## src/rtl/cdc_pkg.sv

```systemverilog
// Shared definitions for the toggle-handshake CDC transmitter: FSM states and
// the watchdog counter width rule.
package cdc_pkg;

    typedef enum logic [0:0] {
        IDLE = 1'b0,
        WAIT = 1'b1
    } state_e;

    // Counter must be able to hold the value T itself.
    function automatic int cnt_width(input int t);
        return $clog2(t + 1);
    endfunction

endpackage

```

## src/rtl/xNStageSynchronizer.sv

```systemverilog
// Plain D-stage flop chain for bringing an asynchronous N-bit signal into the
// local clock domain; all stages clear on reset.
module xNStageSynchronizer #(
    parameter int N = 1,
    parameter int D = 2
) (
    input  logic         clk,
    input  logic         rst_n,
    input  logic [N-1:0] d,
    output logic [N-1:0] q
);

    logic [N-1:0] sync_q [D];
    logic [N-1:0] sync_d [D];

    // Shift the input one stage deeper each cycle.
    always_comb begin
        sync_d[0] = d;
        for (int i = 1; i < D; i++) begin
            sync_d[i] = sync_q[i-1];
        end
    end

    // Stage registers.
    always_ff @(posedge clk or negedge rst_n) begin
        if (!rst_n) begin
            for (int i = 0; i < D; i++) begin
                sync_q[i] <= '0;
            end
        end else begin
            for (int i = 0; i < D; i++) begin
                sync_q[i] <= sync_d[i];
            end
        end
    end

    assign q = sync_q[D-1];

endmodule

```

## src/rtl/cdc_handshake_tx.sv

```systemverilog
// Source side of a two-phase req/ack crossing: captures one word, toggles xreq,
// then waits for the synchronized xack to match before taking the next word.
module cdc_handshake_tx
    import cdc_pkg::*;
#(
    parameter int N = 8,
    parameter int D = 2,
    parameter int T = 1024
) (
    input  logic         sclk,
    input  logic         srstn,
    input  logic         s_valid,
    output logic         s_ready,
    input  logic [N-1:0] s_data,
    output logic         xreq,
    output logic [N-1:0] xdat,
    input  logic         xack,
    output logic         busy,
    output logic         serr
);

    localparam int             W     = cnt_width(T);
    localparam logic [W-1:0]   T_CNT = W'(T);

    state_e       state_q, state_d;
    logic         xreq_q, xreq_d;
    logic [N-1:0] xdat_q, xdat_d;
    logic [W-1:0] wcnt_q, wcnt_d;
    logic         serr_q, serr_d;
    logic         ack_s;

    xNStageSynchronizer #(
        .N (1),
        .D (D)
    ) u_ack_sync (
        .clk   (sclk),
        .rst_n (srstn),
        .d     (xack),
        .q     (ack_s)
    );

    // Next-state and datapath: bus only loads on an accepted word.
    always_comb begin
        state_d = state_q;
        xreq_d  = xreq_q;
        xdat_d  = xdat_q;
        wcnt_d  = wcnt_q;
        serr_d  = serr_q;
        case (state_q)
            IDLE: begin
                if (s_valid) begin
                    xdat_d  = s_data;
                    xreq_d  = ~xreq_q;
                    wcnt_d  = '0;
                    state_d = WAIT;
                end else begin
                    state_d = IDLE;
                end
            end
            WAIT: begin
                if (ack_s == xreq_q) begin
                    state_d = IDLE;
                end else begin
                    if (wcnt_q != T_CNT) begin
                        wcnt_d = wcnt_q + W'(1);
                    end else begin
                        wcnt_d = wcnt_q;
                    end
                    // Sticky: raised when the count lands on T, never cleared here.
                    if (wcnt_d == T_CNT) begin
                        serr_d = 1'b1;
                    end else begin
                        serr_d = serr_q;
                    end
                end
            end
            default: begin
                state_d = IDLE;
            end
        endcase
    end

    // State and datapath registers.
    always_ff @(posedge sclk or negedge srstn) begin
        if (!srstn) begin
            state_q <= IDLE;
            xreq_q  <= 1'b0;
            xdat_q  <= '0;
            wcnt_q  <= '0;
            serr_q  <= 1'b0;
        end else begin
            state_q <= state_d;
            xreq_q  <= xreq_d;
            xdat_q  <= xdat_d;
            wcnt_q  <= wcnt_d;
            serr_q  <= serr_d;
        end
    end

    assign s_ready = (state_q == IDLE);
    assign busy    = (state_q == WAIT);
    assign xreq    = xreq_q;
    assign xdat    = xdat_q;
    assign serr    = serr_q;

endmodule

```

## config.mk

```make
export PLATFORM = sky130hd
export DESIGN_NAME = cdc_handshake_tx
export DESIGN_NICKNAME = d
export VERILOG_FILES = /design/src/rtl/cdc_pkg.sv /design/src/rtl/xNStageSynchronizer.sv /design/src/rtl/cdc_handshake_tx.sv
export SDC_FILE = /design/constraint.sdc
export NUM_CORES = 1
export LEC_CHECK = 0
export CORE_AREA = 8 8 66 68
export CTS_CLUSTER_SIZE = 25
export DETAILED_ROUTE_END_ITERATION = 7
export DIE_AREA = 0 0 74 76
export PLACE_DENSITY = 0.68
export SKIP_CTS_REPAIR_TIMING = 1
export SLEW_MARGIN = 10
export SYNTH_ARGS = -nofsm -noshare
export SYNTH_HDL_FRONTEND = slang
export SYNTH_SLANG_ARGS = --single-unit
```

## constraint.sdc

```tcl
create_clock -name sclk -period 2.1 [get_ports sclk]
set_input_delay 0.42 -clock sclk [delete_from_list [all_inputs] [get_ports sclk]]
set_output_delay 0.42 -clock sclk [all_outputs]
set_load 0.05 [all_outputs]
```

**Layout detail**

Window x 43 to 68, y 6 to 31 um. Cells in gray, sequential cells in the stronger gray; small squares are vias.
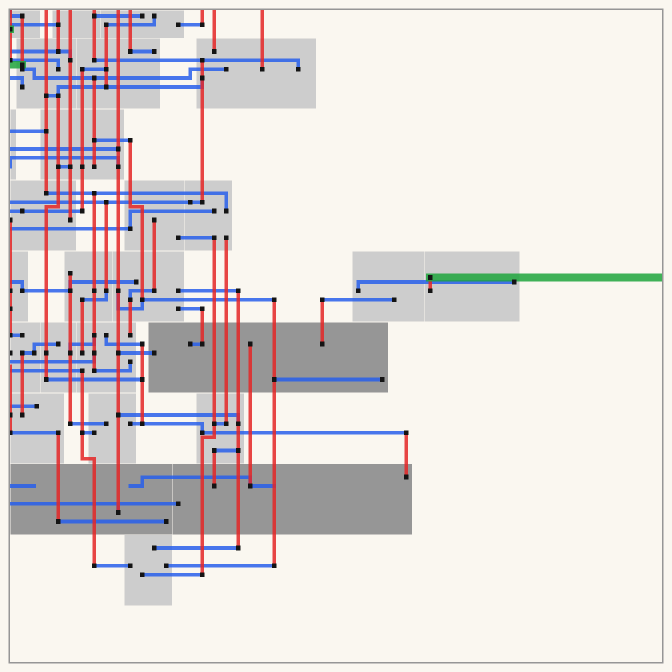
- red: met2
- blue: met1
- green: met3
- most frequent: o21ai_0 (3), dfrtp_1 (3), nor2_1 (2)
- netlist names of flops here include: wcnt_q (3)
- sequential cells in the window: 3
- cells with their middle in the window: 22

**PDN straps and rails**

Scale bar: 20 um. Pins as bars on the die edge. Tap cells in gray.
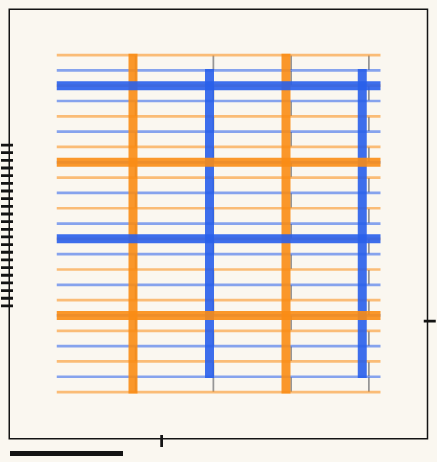
- orange: VSS
- blue: VDD
- rows: 22
- met5 straps: 4
- signal pins: 24
worst vdd ir: 0.00105 V
Die X: 74 um
chip height: 76 um
Core ar.: 3440 um2

==> impl_metrics.csv <==
group,metric,value,unit
status,status,"complete, no violations",
synthesis,ys.flops,24,
synthesis,fp_nets,158,
floorplanning,initCoreUtil,0.370,
final_layout,top_register,"wcnt_q",
cts,insertion_delay,0.31,ns
drt,via_per_inst,5.15,
critical_path,crit_path_max_incr_delay,0.83,ns
floorplanning,nWellTaps,48,
final_layout,largest_register_ffs,11,
final_layout,fill_cells,340,
place,dpl_cell_area,1520,um2
drt,met3WireLength,230,um
final_layout,final_cell_mix,"nand2_1 (34), dfrtp_1 (24), clkdlybuf4s50_1 (22)",
synthesis,syn_area_per_cell,8.85,um2
sta,worst_slew_pin_slew,0.736,ns
place,gp_congestion,0.840,
synthesis,yosysCellCount,144,
sta,hold_violations,0,
synthesis,syn_area,1270,um2
final_layout,sh_seq_area,0.385,
critical_path,worst_ep_required_time,1.68,ns
critical_path,worstReg2RegStart,"xreq",
synthesis,yosys-top-cells-count,"nand2_1 (34), dfrtp_1 (24), o21ai_0 (16), nor2_1 (9)",
final_layout,syn2layout_area_growth,22.6,%
sta,finalSetupViolCount,0,
sta,fin_crit_sh,0.946,
**Routed metal, one color a layer**

Two of the layers only.
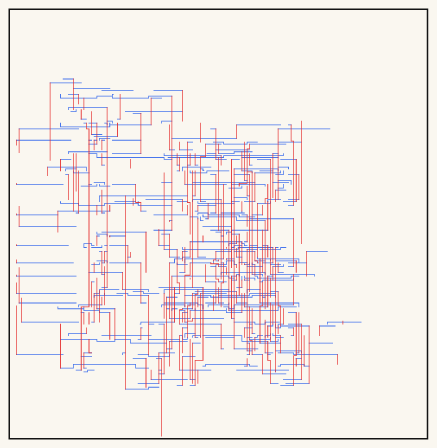
- red: met2 (wire length 1,310 um)
- blue: met1 (wire length 1,350 um)
GR Util All Layers: 0.107
wire per inst: 13.6 um
Vias: 1,091
final WL: 2890 um

logic make-up after synthesis:
family,synth area share
compound gates,0.160
xor+xnor,0.0481
fa+ha+maj,0.0196
buf+inv,0.0560
flops,0.472
simple gates,0.245
metrics by stage:
| stage | hold slack [ns] | util |
|---|---|---|
| global placement | 0.333 | 0.443 |
| floorplan | 0.124 | - |
| CTS | 0.375 | 0.453 |
| detailed placement | 0.343 | 0.443 |
| global route | 0.386 | 0.454 |
| finish | 0.372 | 0.454 |
power by group:
part           leakage [nW]  internal (mW)  total (mW)  switching [mW]
combinational         0.370          0.339        1.05           0.716
sequential            0.311          0.582       0.677          0.0952
clock                0.0210          0.106       0.242           0.136
total                 0.702           1.03        1.97           0.947
Power and IR drop assume default switching activity.
